Run 1, routing congestion:
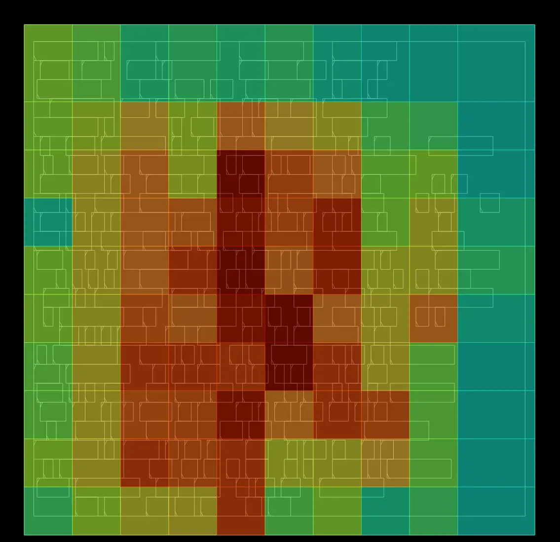
Run 1, clock network drawn from the DEF:
(8 px per um)
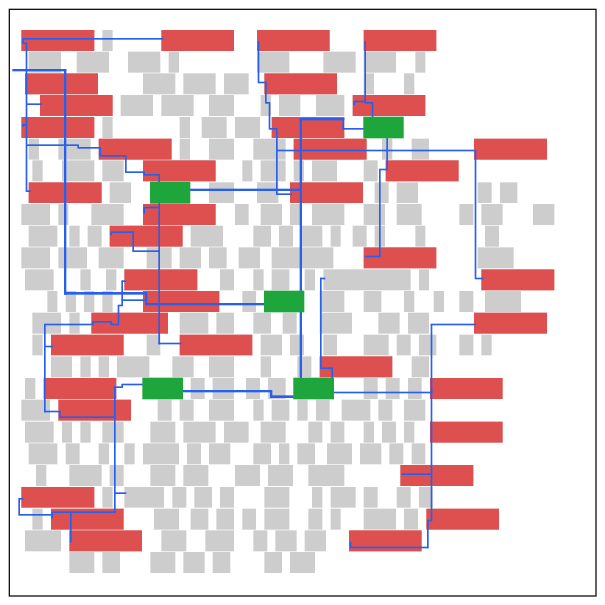
Run 1, met4 routing:
(4 px per um)
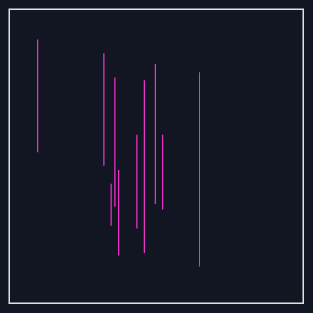
Run 1, PDN straps and rails:
(6 px per um) Pins as bars on the die edge.
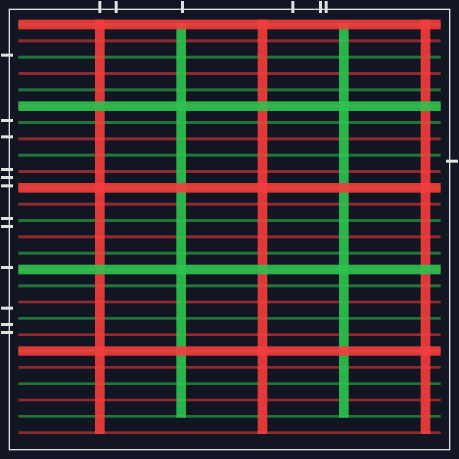
[src/rtl/uart_rx.sv]
// Oversampling UART receiver: start + 8 data bits (LSB first) + optional parity + stop.
// Define UART_RX_ERR_FLAGS_EN to expose the UartRx_Par_Err / UartRx_Stp_Err status outputs.
module uart_rx #(
    parameter int DATA_WIDTH     = 8,
    parameter int PRESCALE_WIDTH = 5
) (
    input  logic                      UartRx_CLK,
    input  logic                      UartRx_RST,
    input  logic [PRESCALE_WIDTH-1:0] UartRx_prescale,
    input  logic                      UartRx_RX_IN,
    input  logic                      UartRx_PAR_EN,
    input  logic                      UartRx_Par_Type,
    output logic [DATA_WIDTH-1:0]     UartRx_PDATA,
    output logic                      UartRx_Data_Valid
`ifdef UART_RX_ERR_FLAGS_EN
    ,
    output logic                      UartRx_Par_Err,
    output logic                      UartRx_Stp_Err
`endif
);

    localparam int BIT_CNT_WIDTH = (DATA_WIDTH > 1) ? $clog2(DATA_WIDTH) : 1;

    typedef enum logic [2:0] {
        IDLE,
        START,
        DATA,
        PARITY,
        STOP
    } rxState_t;

    rxState_t                  stateReg,     stateNext;
    logic [PRESCALE_WIDTH-1:0] edgeCntReg,   edgeCntNext;
    logic [BIT_CNT_WIDTH-1:0]  bitCntReg,    bitCntNext;
    logic                      sampleAReg,   sampleANext;
    logic                      sampleBReg,   sampleBNext;
    logic [DATA_WIDTH-1:0]     holdReg,      holdNext;
    logic                      parErrReg,    parErrNext;
    logic [PRESCALE_WIDTH-1:0] prescaleReg,  prescaleNext;
    logic                      parEnReg,     parEnNext;
    logic                      parTypeReg,   parTypeNext;
    logic [DATA_WIDTH-1:0]     pdataReg,     pdataNext;
    logic                      dataValidReg, dataValidNext;
`ifdef UART_RX_ERR_FLAGS_EN
    logic                      stpErrReg,    stpErrNext;
`endif

    logic [PRESCALE_WIDTH-1:0] halfCnt;
    logic                      atEarly;
    logic                      atMid;
    logic                      atDecide;
    logic                      atEnd;
    logic                      voted;
    logic                      expectedPar;

    // Sample points sit around the bit centre: P/2-1, P/2, P/2+1 with P = prescale+1.
    assign halfCnt     = (prescaleReg >> 1) + PRESCALE_WIDTH'(1);
    assign atEarly     = (edgeCntReg == (halfCnt - PRESCALE_WIDTH'(1)));
    assign atMid       = (edgeCntReg == halfCnt);
    assign atDecide    = (edgeCntReg == (halfCnt + PRESCALE_WIDTH'(1)));
    assign atEnd       = (edgeCntReg == prescaleReg);
    // Third sample is taken live on the decision clock.
    assign voted       = (sampleAReg & sampleBReg) | (sampleAReg & UartRx_RX_IN) | (sampleBReg & UartRx_RX_IN);
    assign expectedPar = (^holdReg) ^ parTypeReg;

    always_ff @(posedge UartRx_CLK or posedge UartRx_RST) begin
        if (UartRx_RST) begin
            stateReg     <= IDLE;
            edgeCntReg   <= '0;
            bitCntReg    <= '0;
            sampleAReg   <= 1'b1;
            sampleBReg   <= 1'b1;
            holdReg      <= '0;
            parErrReg    <= 1'b0;
            prescaleReg  <= '0;
            parEnReg     <= 1'b0;
            parTypeReg   <= 1'b0;
            pdataReg     <= '0;
            dataValidReg <= 1'b0;
`ifdef UART_RX_ERR_FLAGS_EN
            stpErrReg    <= 1'b0;
`endif
        end else begin
            stateReg     <= stateNext;
            edgeCntReg   <= edgeCntNext;
            bitCntReg    <= bitCntNext;
            sampleAReg   <= sampleANext;
            sampleBReg   <= sampleBNext;
            holdReg      <= holdNext;
            parErrReg    <= parErrNext;
            prescaleReg  <= prescaleNext;
            parEnReg     <= parEnNext;
            parTypeReg   <= parTypeNext;
            pdataReg     <= pdataNext;
            dataValidReg <= dataValidNext;
`ifdef UART_RX_ERR_FLAGS_EN
            stpErrReg    <= stpErrNext;
`endif
        end
    end

    always_comb begin
        stateNext     = stateReg;
        edgeCntNext   = edgeCntReg;
        bitCntNext    = bitCntReg;
        sampleANext   = sampleAReg;
        sampleBNext   = sampleBReg;
        holdNext      = holdReg;
        parErrNext    = parErrReg;
        prescaleNext  = prescaleReg;
        parEnNext     = parEnReg;
        parTypeNext   = parTypeReg;
        pdataNext     = pdataReg;
        dataValidNext = dataValidReg;
`ifdef UART_RX_ERR_FLAGS_EN
        stpErrNext    = stpErrReg;
`endif

        if (stateReg != IDLE) begin
            if (atEarly) sampleANext = UartRx_RX_IN;
            if (atMid)   sampleBNext = UartRx_RX_IN;
            edgeCntNext = atEnd ? '0 : edgeCntReg + PRESCALE_WIDTH'(1);
        end

        case (stateReg)
            IDLE: begin
                if (!UartRx_RX_IN) begin
                    stateNext     = START;
                    edgeCntNext   = '0;
                    bitCntNext    = '0;
                    prescaleNext  = UartRx_prescale;
                    parEnNext     = UartRx_PAR_EN;
                    parTypeNext   = UartRx_Par_Type;
                    dataValidNext = 1'b0;
                    parErrNext    = 1'b0;
`ifdef UART_RX_ERR_FLAGS_EN
                    stpErrNext    = 1'b0;
`endif
                end
            end
            START: begin
                if (atDecide && voted) begin
                    stateNext   = IDLE;
                    edgeCntNext = '0;
                end else if (atEnd) begin
                    stateNext = DATA;
                end
            end
            DATA: begin
                if (atDecide) holdNext = {voted, holdReg[DATA_WIDTH-1:1]};
                if (atEnd) begin
                    if (bitCntReg == BIT_CNT_WIDTH'(DATA_WIDTH - 1)) begin
                        bitCntNext = '0;
                        stateNext  = parEnReg ? PARITY : STOP;
                    end else begin
                        bitCntNext = bitCntReg + BIT_CNT_WIDTH'(1);
                    end
                end
            end
            PARITY: begin
                if (atDecide) parErrNext = (voted != expectedPar);
                if (atEnd)    stateNext  = STOP;
            end
            STOP: begin
                // Leave early so a start bit right after the stop bit is caught.
                if (atDecide) begin
                    stateNext   = IDLE;
                    edgeCntNext = '0;
                    if (voted && !parErrReg) begin
                        pdataNext     = holdReg;
                        dataValidNext = 1'b1;
                    end else begin
                        dataValidNext = 1'b0;
                    end
`ifdef UART_RX_ERR_FLAGS_EN
                    stpErrNext = !voted;
`endif
                end
            end
            default: begin
                stateNext   = IDLE;
                edgeCntNext = '0;
            end
        endcase
    end

    assign UartRx_PDATA      = pdataReg;
    assign UartRx_Data_Valid = dataValidReg;
`ifdef UART_RX_ERR_FLAGS_EN
    assign UartRx_Par_Err    = parErrReg;
    assign UartRx_Stp_Err    = stpErrReg;
`endif

endmodule

[config.mk]
export PLATFORM = sky130hd
export DESIGN_NAME = uart_rx
export DESIGN_NICKNAME = d
export VERILOG_FILES = /design/src/rtl/uart_rx.sv
export SDC_FILE = /design/constraint.sdc
export NUM_CORES = 1
export LEC_CHECK = 0
export ABC_AREA = 0
export ABC_CLOCK_PERIOD_IN_PS = 3100
export CAP_MARGIN = 10
export CELL_PAD_IN_SITES_DETAIL_PLACEMENT = 1
export CELL_PAD_IN_SITES_GLOBAL_PLACEMENT = 1
export CORE_UTILIZATION = 45
export DETAILED_ROUTE_END_ITERATION = 10
export PLACE_DENSITY = 0.89
export RECOVER_POWER = 50
export SYNTH_ARGS = -nofsm -noshare
export SYNTH_HDL_FRONTEND = slang
export SYNTH_SLANG_ARGS = --single-unit
[constraint.sdc]
create_clock -name UartRx_CLK -period 3.1 [get_ports UartRx_CLK]
set_input_delay 0.465 -clock UartRx_CLK [delete_from_list [all_inputs] [get_ports UartRx_CLK]]
set_output_delay 0.465 -clock UartRx_CLK [all_outputs]
set_load 0.1 [all_outputs]
==> summary.txt, run 1 <==
The synthesis and PnR run went through. Power in sequential cells landed at 853 uW. The vertical die dimension reported for this design is 73.2 um. The initial antenna violation count came to 0. First-pass iteration count of the detailed router landed at 4. Power consumed by combinational cells landed at 1340 uW.

Total number of nets in the final design landed at 273. After detailed routing, the met3 layer carries 361 um of wire. In the hold report, the worst path ends at UartRx_PDATA[6]$_DFFE_PP0P_. Routed length on met2 landed at 3.37 mm.

The final report lists the setup-violating endpoint count as 0. The report lists the power per cell area as 1010 nW/um^2. At the pin with the least slew margin, the transition time is 1.20 ns. After layout, the minimum clock period comes to 2.87 ns. The startpoint identified for the worst hold timing path is UartRx_PDATA[6]$_DFFE_PP0P_. Walking the critical path from launch to capture passes 8 cell instances. By area the synthesized netlist is led by sky130_fd_sc_hd__dfrtp_1, sky130_fd_sc_hd__mux2_2, sky130_fd_sc_hd__xnor2_1. Of the total synthesized cell area, the portion taken by AND-OR and OR-AND cells is 10.9%. Recorded from the global router log, the overflow total was 0. Ratio of cells with drive above 1 in the final layout landed at 16.3%. Highest fanout seen on the critical path landed at 8. Multiplexer cells account for 10.3% of the synthesized area.

Effective utilization at floorplan landed at 47.6%. The internal portion of the total power is 1420 uW. Count of different cell masters after synthesis landed at 40. Synthesized area per cell landed at 9.61 sq um.

On the critical path the largest part of the delay comes from simple AND/OR/NAND/NOR gates. Summed over all instances, the cell type with the most area after synthesis is sky130_fd_sc_hd__dfrtp_1. In this run switching power makes up 46.1% of total power. Initial DRC count landed at 107. Placer congestion estimate landed at 0.846.

In this run the worst hold path is classified as flip-flop to flip-flop. Worst setup margin landed at 0.226 ns. Adder-cell share of the synthesized area landed at 3.62%. Flip-flop and latch count after synthesis landed at 38. Number of hold violations in the final report landed at 0. The worst setup path is captured at a flip-flop. In this run the critical path is formed by ha_1 > xor2_1 > or3_1 > a22oi_1 > nand4_1 > buf_4 > or3_4 > mux2_2.

The floorplan step set the die width to 73.2 um. The run finished with clean final reports. TritonCTS built the clock tree.

Maximum ir drop on the vdd rail landed at 0.546 mV.
-- 'routing congestion' (at the start) --
GR Util met2: 45.5%
routed wire length per instance: 20.3 um

-- 'clock network drawn from the DEF' (at the start) --
Red is flip-flops, count 38. Green is cells driving clock nets, count 5. Blue is clock wires, length 513 um.
There are 6 routed clock nets.

-- 'met4 routing' (at the start) --
The longest straight run is 48.3 um. The layer holds 4.3% of the routed length.

-- 'PDN straps and rails' (at the start) --
Red is VSS. Green is VDD.
5 straps on met5. 19 signal pins sit on the boundary.

## run 1: layout by cell type, fill, tap and decap left out, drive strengths merged, types with 2 or more instances in the layout
master / netlist / routed
dfstp: 2 / 2
nand2: 27 / 27
mux2i: 2 / 2
nand3: 15 / 15
dfrtp: 36 / 36
inv: 7 / 7
nor2: 8 / 8
nand4: 4 / 4
clkdlybuf4s50: 0 / 8
nand3b: 4 / 4
mux2: 19 / 19
ha: 5 / 5
o21a: 2 / 2
xnor2: 18 / 18
nor4: 4 / 4
o31ai: 2 / 2
nor3b: 2 / 2
nor3: 8 / 8
a21oi: 6 / 6
nand2b: 9 / 9
clkbuf: 10 / 16
maj3: 2 / 2
o211ai: 4 / 4
or3: 2 / 2
buf: 5 / 10
o21ai: 16 / 16
xor2: 7 / 7
## run 1: routing by layer
metal  track usage (%)  up-vias
met2              45.5       75
met1              30.2      966
met5                 0        -
met3              5.94       23
met4              13.7        0
li1                  -      876
## run 1: synthesized netlist by cell type, drive strengths merged
| master | n |
|---|---|
| maj3 | 2 |
| o2bb2ai | 1 |
| a22oi | 1 |
| clkbuf | 10 |
| nand3 | 15 |
| xnor2 | 18 |
| nor2b | 1 |
| nor2 | 8 |
| o211ai | 4 |
| nand3b | 4 |
| o311ai | 1 |
| o2111ai | 1 |
| a31oi | 1 |
| nand2b | 9 |
| buf | 5 |
| o221ai | 1 |
| nand4 | 4 |
| a21oi | 6 |
| mux2 | 19 |
| o32ai | 1 |
| nor3b | 2 |
| o21ai | 16 |
| o21a | 2 |
| o31ai | 2 |
| a2111oi | 1 |
| nand2 | 27 |
| or2 | 1 |
| ha | 5 |
| mux2i | 2 |
| xor2 | 7 |
| nor3 | 8 |
| dfrtp | 36 |
| nor4 | 4 |
| or3 | 2 |
| o32a | 1 |
| dfstp | 2 |
| inv | 7 |
## run 1: timing repair
item / CTS / global route
buffers inserted: 0 / 2
pin swaps: 0 / 1
endpoints found under the setup margin: 3 / 14
gates resized: 1 / 1
hold buffers: 0 / 0
## run 1: flip-flops by register name, indices dropped and copies added, names as in the netlist, 3 cells and up
register	flops
UartRx_PDATA	8
holdReg	8
edgeCntReg	5
prescaleReg	5
bitCntReg	3
stateReg	3
## run 1: area by class of cell
cell class / instances / area, sq um
Clock buffer: 6 / 82.6
Fill cell: 542 / 2180
Tap cell: 67 / 83.8
Multi-Input combinational cell: 177 / 1230
Clock inverter: 1 / 30.0
Timing Repair Buffer: 29 / 203
Inverter: 7 / 26.3
Sequential cell: 38 / 953
## run 1: per-stage QoR
| step | instances | instance area (sq um) | utilization [%] | power (uW) | hold slack [ns] |
|---|---|---|---|---|---|
| final | 325 | 2610 | 54.4 | 2630 | 0.510 |
| after global routing | 325 | 2610 | 54.4 | 2780 | 0.525 |
| after CTS | 323 | 2630 | 54.9 | 2550 | 0.517 |
| after detailed placement | 316 | 2510 | 52.4 | 2080 | 0.498 |
| after global placement | 316 | 2510 | 52.4 | 1980 | 0.479 |
| after floorplan | 237 | 2280 | - | 1750 | 0.460 |
## run 1: logic make-up after synthesis
kind of cell / after synthesis
compound gates: 39
flops: 38
xor+xnor: 25
fa+ha+maj: 7
simple gates: 85
mux: 21
buf+inv: 22
Run 1, placement density heat map:
(4 px per um) The die is cut into 7 by 7 equal tiles; white is low, dark blue is high, 0 to 100% covered.
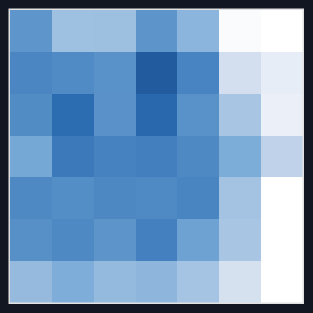

## Run 2: what changed since run 1
Settings changed: ABC_CLOCK_PERIOD_IN_PS 3100 to 3600, CORE_UTILIZATION 45 to 48, PLACE_DENSITY 0.89 to 0.94.
Clock period 3.1 ns to 3.6 ns, I/O delays scaled along.
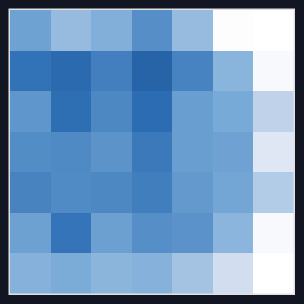
Run 2: placement density heat map
(4 px per um) The die is cut into 7 by 7 equal tiles; white is low, dark blue is high, 0 to 100% covered.
The mean over all tiles is 50%. 6.1% of the tiles are over 75% full. 6.1% of the tiles are nearly empty.

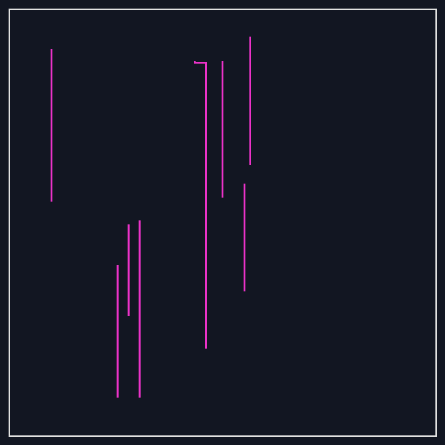
Run 2: met4 routing
(6 px per um)
The layer holds 3.4% of the routed length. The layer carries 202 um of wire.

==> summary.txt, run 2 <==
The synthesis and PnR run went through. The y dimension of the die came to 70.9 um (was 73.2 um). Cell count after placement landed at 296 (was 316). Routing usage on met3 landed at 5.70% (was 5.94%). The met1 track demand over resource is 34.8% (was 30.2%). The flip-flop and latch count after synthesis came to 38 (unchanged). Die span in x landed at 70.9 um (was 73.2 um). The placer congestion estimate was 0.816 (was 0.846). Post-CTS resize count landed at 0 (was 1). The non-filler instance count after layout was 304 (was 325). The most used standard cell by instance count after synthesis was sky130_fd_sc_hd__dfrtp_1 (unchanged).

The dominant synthesized flop cell is sky130_fd_sc_hd__dfrtp_1 (unchanged). The share of synthesized registers carrying an async set or reset is 100% (unchanged). Aggregate global routing overflow landed at 0 (unchanged). Routing usage on met2 landed at 46.6% (was 45.5%).

The initial antenna violation count came to 0 (unchanged). Synthesized area per cell landed at 9.61 sq um (unchanged). The first-pass iteration count of the detailed router is 4 (unchanged). Effective utilization at floorplan landed at 51.3% (was 47.6%). The kind of capture point of the worst setup path was a flip-flop (unchanged).

Synthesis warning total landed at 0 (unchanged). The TritonCTS clock tree was built (unchanged). Most frequent cells after synthesis: sky130_fd_sc_hd__dfrtp_1, sky130_fd_sc_hd__nand2_1, sky130_fd_sc_hd__mux2_2 (unchanged). The total number of nets in the final design came to 266 (was 273). The path type of the worst min-delay path is flip-flop to flip-flop (unchanged). The internal power contribution came to 1100 uW (was 1420 uW). Outcome: finished, violations left (was finished clean). The number of slew-limit violations in the final report is 39 (was 0). Ratio of cells with drive above 1 in the final layout landed at 13.1% (was 16.3%). The fraction of power spent switching nets is 47.7% (was 46.1%). The hold-fix buffer count after cts was 0 (unchanged). Number of post-CTS setup repair buffers landed at 0 (unchanged).

The checks that failed: capacitance limit, slew limit. Top Layout Cells: sky130_fd_sc_hd__dfrtp_1, sky130_fd_sc_hd__nand2_1, sky130_fd_sc_hd__mux2_2, sky130_fd_sc_hd__xnor2_1 (unchanged). Maximum ir drop on the vdd rail landed at 0.447 mV (was 0.546 mV). The most frequent standard cell in the layout excluding fill and tap cells is sky130_fd_sc_hd__dfrtp_1 (unchanged). The detail-routed net length per standard cell was 19.8 um (was 20.3 um). Synth area leaders: sky130_fd_sc_hd__dfrtp_1, sky130_fd_sc_hd__mux2_2, sky130_fd_sc_hd__xnor2_1 (unchanged).

The tally of max-capacitance violations is 1 (was 0). CP cell instances: inv_1 > ha_1 > xor2_1 > or3_1 > a22oi_1 > nand4_1 > nor4_4 > mux2_2 (was ha_1 > xor2_1 > or3_1 > a22oi_1 > nand4_1 > buf_4 > or3_4 > mux2_2). Power per standard cell area landed at 824 nW/um^2 (was 1010 nW/um^2). The most area-hungry cell type in the Yosys netlist is sky130_fd_sc_hd__dfrtp_1 (unchanged). Post-route minimum period landed at 3.40 ns (was 2.87 ns). The number of hold violations in the final report is 0 (unchanged). The initial DRC count was 117 (was 107). The layer with the highest usage is met2 (unchanged).

Highest fanout seen on the critical path landed at 11 (was 8). Pin slew with the least headroom to its limit landed at 2.04 ns (was 1.20 ns).
## run 2: cell type report
| type | instances | area, sq um |
|---|---|---|
| Clock buffer | 6 | 82.6 |
| Tap cell | 52 | 65.1 |
| Inverter | 7 | 26.3 |
| Sequential cell | 38 | 953 |
| Multi-Input combinational cell | 177 | 1220 |
| Clock inverter | 2 | 12.5 |
| Fill cell | 504 | 1880 |
| Timing Repair Buffer | 22 | 199 |
## run 2: final timing paths
path | slack, ns | depth (start not counted) | startpoint | endpoint
max in group asynchronous | 0.98 | 3 | UartRx_RST | edgeCntReg[1]$_DFF_PP0_
worst min register to register | 0.51 | 1 | bitCntReg[0]$_DFFE_PP0P_ | bitCntReg[0]$_DFFE_PP0P_
worst min-delay path | 0.51 | 1 | bitCntReg[0]$_DFFE_PP0P_ | bitCntReg[0]$_DFFE_PP0P_
worst max register to register | 0.20 | 8 | prescaleReg[1]$_DFFE_PP0P_ | UartRx_PDATA[0]$_DFFE_PP0P_
min in group asynchronous | 1.45 | 3 | UartRx_RST | parTypeReg$_DFFE_PP0P_
worst max-delay path | 0.20 | 8 | prescaleReg[1]$_DFFE_PP0P_ | UartRx_PDATA[0]$_DFFE_PP0P_
## run 2: power by group through the flow
stage          Clock [uW]  Combinational [uW]  Sequential (uW)
2_1_floorplan           0                 836              669
3_3_place_gp            0                 942              724
3_5_place_dp            0                1020              738
4_1_cts               320                1050              737
5_1_grt               337                1160              764
6_report              318                1050              743
## run 2: worst register-to-register path, cell delays in order (launching register included)
cell and delay [ns]:
sky130_fd_sc_hd__dfrtp_1 0.59, sky130_fd_sc_hd__inv_1 0.18, sky130_fd_sc_hd__ha_1 0.41, sky130_fd_sc_hd__xor2_1 0.21, sky130_fd_sc_hd__or3_1 0.35, sky130_fd_sc_hd__a22oi_1 0.23, sky130_fd_sc_hd__nand4_1 0.28, sky130_fd_sc_hd__nor4_4 0.63
sky130_fd_sc_hd__mux2_2 0.42
## run 2: routing by layer
layer | routed length, um | share of wire, % | vias to the layer above
met1 | 2570 | 43 | 913
met5 | 0 | 0 | -
met4 | 201 | 3.3 | 0
li1 | - | - | 857
met2 | 3090 | 51 | 41
met3 | 161 | 2.7 | 19
## run 2: kinds of logic after synthesis
group,share of synthesized area (%)
compound gates,10.9
xor+xnor,9.61
flops,41.8
simple gates,19.2
fa+ha+maj,3.62
mux,10.3
buf+inv,4.56
## run 2: per-stage QoR
step / power (uW) / worst slack, ns / cell area, sq um / hold slack (ns) / util (%)
after floorplan: 1510 / 0.836 / 2280 / 0.460 / -
after global placement: 1670 / 0.531 / 2480 / 0.483 / 55.7
after detailed placement: 1760 / 0.291 / 2480 / 0.493 / 55.7
after CTS: 2110 / 0.232 / 2570 / 0.504 / 57.9
after global routing: 2260 / 0.0100 / 2560 / 0.544 / 57.6
final: 2110 / 0.205 / 2560 / 0.512 / 57.6
Power is estimated from default activity; no workload was simulated.
